<file path="src/rtl/enc_onehot_hist.sv">
// Per-line saturating event histogram behind the 4-to-15 one-hot encoder.
// Multi-hot vectors set a sticky error. Counters are read through a registered single-cycle port.
module enc_onehot_hist #(
  parameter int unsigned N     = 15,
  parameter int unsigned CNT_W = 8,
  parameter int unsigned IDX_W = 4,
  parameter int unsigned TOT_W = 12
) (
  input  logic             clk,
  input  logic             rst,
  input  logic [N-1:0]     oh,
  input  logic             clr,
  input  logic             rd_req,
  input  logic [IDX_W-1:0] rd_idx,
  output logic             rd_valid,
  output logic [CNT_W-1:0] rd_data,
  output logic [TOT_W-1:0] tot,
  output logic             err,
  output logic             sat
);

  logic [CNT_W-1:0] cnt_q [N];
  logic [CNT_W-1:0] cnt_d [N];
  logic [TOT_W-1:0] tot_q, tot_d;
  logic             err_q, err_d;
  logic             rd_valid_q, rd_valid_d;
  logic [CNT_W-1:0] rd_data_q, rd_data_d;
  logic             oh_any_c, oh_multi_c, sat_c;

  // x & (x-1) clears the lowest set bit, so any remainder means two or more lines are hot
  always_comb begin
    oh_any_c   = |oh;
    oh_multi_c = |(oh & (oh - N'(1)));
  end

  always_comb begin
    cnt_d      = cnt_q;
    tot_d      = tot_q;
    err_d      = err_q;
    rd_valid_d = rd_req;
    rd_data_d  = rd_data_q;

    // Read snapshot uses pre-update counters; out-of-range indices return zero
    if (rd_req) begin
      rd_data_d = '0;
      for (int unsigned i = 0; i < N; i++) begin
        if (rd_idx == IDX_W'(i)) rd_data_d = cnt_q[i];
      end
    end

    if (clr) begin
      for (int unsigned i = 0; i < N; i++) cnt_d[i] = '0;
      tot_d = '0;
      err_d = 1'b0;
    end else if (oh_multi_c) begin
      err_d = 1'b1;
    end else if (oh_any_c) begin
      for (int unsigned i = 0; i < N; i++) begin
        if (oh[i] && (cnt_q[i] != '1)) cnt_d[i] = cnt_q[i] + CNT_W'(1);
      end
      if (tot_q != '1) tot_d = tot_q + TOT_W'(1);
    end
  end

  always_comb begin
    sat_c = 1'b0;
    for (int unsigned i = 0; i < N; i++) sat_c = sat_c | (&cnt_q[i]);
  end

  always_ff @(posedge clk or negedge rst) begin
    if (!rst) begin
      for (int unsigned i = 0; i < N; i++) cnt_q[i] <= '0;
      tot_q      <= '0;
      err_q      <= 1'b0;
      rd_valid_q <= 1'b0;
      rd_data_q  <= '0;
    end else begin
      cnt_q      <= cnt_d;
      tot_q      <= tot_d;
      err_q      <= err_d;
      rd_valid_q <= rd_valid_d;
      rd_data_q  <= rd_data_d;
    end
  end

  assign rd_valid = rd_valid_q;
  assign rd_data  = rd_data_q;
  assign tot      = tot_q;
  assign err      = err_q;
  assign sat      = sat_c;

endmodule

</file>
<file path="config.mk">
export PLATFORM = sky130hd
export DESIGN_NAME = enc_onehot_hist
export DESIGN_NICKNAME = d
export VERILOG_FILES = /design/src/rtl/enc_onehot_hist.sv
export SDC_FILE = /design/constraint.sdc
export NUM_CORES = 1
export LEC_CHECK = 0
export CAP_MARGIN = 20
export CORE_ASPECT_RATIO = 1.75
export CORE_UTILIZATION = 61
export DETAILED_ROUTE_END_ITERATION = 16
export HOLD_SLACK_MARGIN = 0.03
export PLACE_DENSITY = 0.81
export SLEW_MARGIN = 10
export SYNTH_ARGS = -nofsm -noshare
export SYNTH_HDL_FRONTEND = slang
export SYNTH_SLANG_ARGS = --single-unit
</file>
<file path="constraint.sdc">
create_clock -name clk -period 3.1 [get_ports clk]
set_clock_uncertainty 0.15 [all_clocks]
set_input_delay 0.31 -clock clk [delete_from_list [all_inputs] [get_ports clk]]
set_output_delay 0.31 -clock clk [all_outputs]
set_load 0.02 [all_outputs]
</file>
Fig. 1: where the registers sit
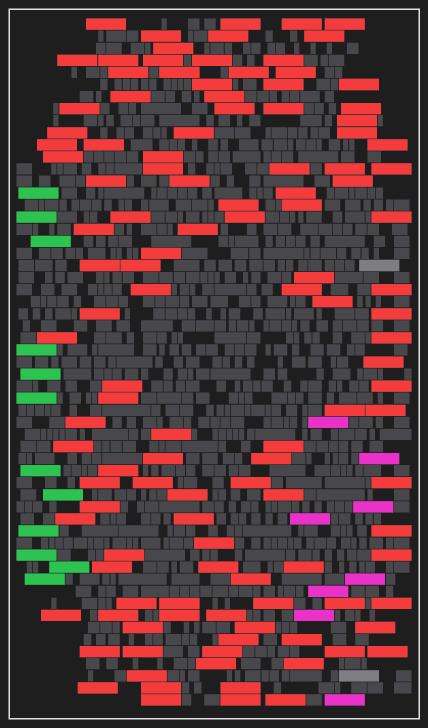
Key: tot = green [flops 12]; rd_data = magenta [flops 8, where south-east]; cnt_q = red [flops 120, where all over the die]

Fig. 2: supply network
Pins as bars on the die edge.
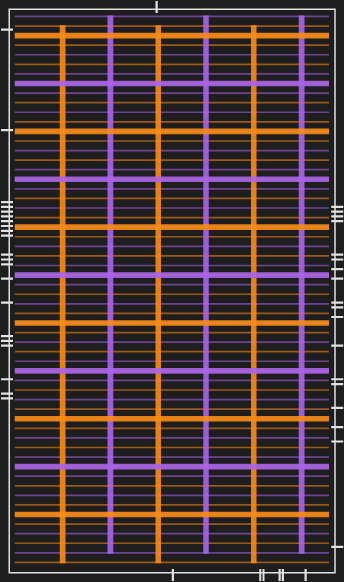
Key: VSS = orange; VDD = purple
58 met1 rails follow the rows. 46 signal pins sit on the boundary. 11 straps on met5. The core has 57 rows.

==> run notes <==
The tools report the startpoint of the most critical register-to-register path as cnt_q[41]. The setup-violating endpoint count in the final report is 0, and the register-to-register setup slack is 0.53 ns. The proportion of total power due to net switching was 23.9%.

The biggest combinational cell group after synthesis is simple AND/OR/NAND/NOR gates. Counting every net in the synthesized netlist gives 991. The floorplan die area came out at 0.0147 mm^2. Among cell families on the critical path, the largest total delay comes from simple AND/OR/NAND/NOR gates. The run gives 0.42 ns as the insertion delay of the later-clocked pin in the worst-skew pair. Data on the critical path arrives at its endpoint at 3.23 ns. The synthesized design contains 0 enable-type register cells. The run gives 329 MHz as the upper clock frequency limit. The post-route netlist has 13.3% of its cells at a drive strength greater than 1.

TritonCTS built the clock tree. The run gives 0 as the initial antenna violation count. With the core area at 0.0138 mm^2, the share of the synthesized netlist area taken by xor and xnor gates is 6.17%. Hold analysis lists the worst path endpoint as cnt_q[26]. The tools report the combinational fraction of design power as 8.1%. The flow ran to the end, and the final reports show no timing, DRC or antenna violations. The part of the cycle the worst path needs came out at 98.0%.

The simple-gate share of the synthesized area is 27.3%, and the static leakage power is 4.42 nW. The pre-antenna-repair detailed-routing pass consisted of 5 iterations.
Fig. 3: M1 wires
Supply wires on this layer in gray.
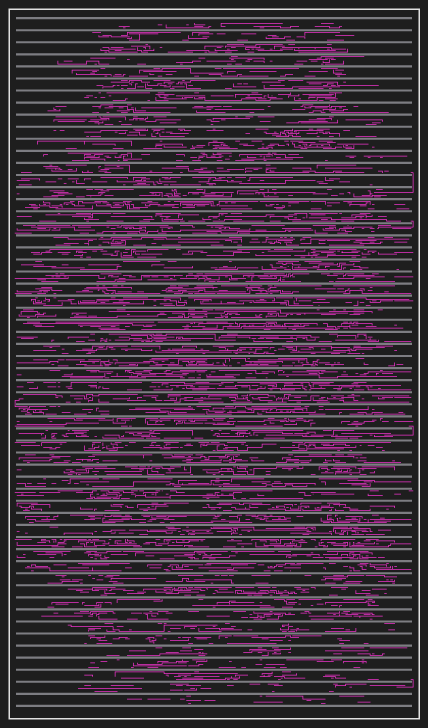
999 nets have wire on it. The longest straight run is 24.6 um.
post-detailed-routing wire length: 26700 um
via count: 8364
met1 Resource Use GR: 40.9%

timing repair:
item / in CTS / in global routing
setup endpoints to repair: 5 / 9
hold buffers: 1 / 0
endpoints found under the hold margin: 59 / 0
pin swaps: 0 / 1
gates resized: 3 / 3
cells in the final DEF, fill, tap and decap left out, types with 6 or more instances in the layout:
cell type / instances
sky130_fd_sc_hd__and2_1: 6
sky130_fd_sc_hd__o31ai_1: 21
sky130_fd_sc_hd__xor2_1: 53
sky130_fd_sc_hd__and3_1: 36
sky130_fd_sc_hd__nor2_1: 111
sky130_fd_sc_hd__mux4_2: 7
sky130_fd_sc_hd__mux2_2: 7
sky130_fd_sc_hd__nand3_4: 7
sky130_fd_sc_hd__o22ai_1: 9
sky130_fd_sc_hd__a221oi_1: 6
sky130_fd_sc_hd__nand2_1: 60
sky130_fd_sc_hd__clkdlybuf4s50_1: 41
sky130_fd_sc_hd__clkbuf_16: 17
sky130_fd_sc_hd__ha_1: 16
sky130_fd_sc_hd__inv_1: 8
sky130_fd_sc_hd__xnor2_1: 8
sky130_fd_sc_hd__or4_1: 19
sky130_fd_sc_hd__or3_1: 40
sky130_fd_sc_hd__buf_4: 63
sky130_fd_sc_hd__a21oi_1: 77
sky130_fd_sc_hd__nor2b_1: 29
sky130_fd_sc_hd__o21ai_0: 57
sky130_fd_sc_hd__dfrtp_1: 142
sky130_fd_sc_hd__nand3_1: 45
sky130_fd_sc_hd__nand4_1: 46
sky130_fd_sc_hd__mux2i_1: 29
layer usage:
layer	track usage, %	up-vias	routed length, um
li1	-	3706	-
met1	40.9	4020	8910
met2	63.9	465	13500
met3	6.54	173	1810
met4	33.2	0	2400
met5	0	-	0
flip-flops by register name, summed over array words and instances, names as in the netlist:
name	count
err	1
cnt_q	120
rd_data	8
tot	12
rd_valid	1
Power and IR drop assume default switching activity.
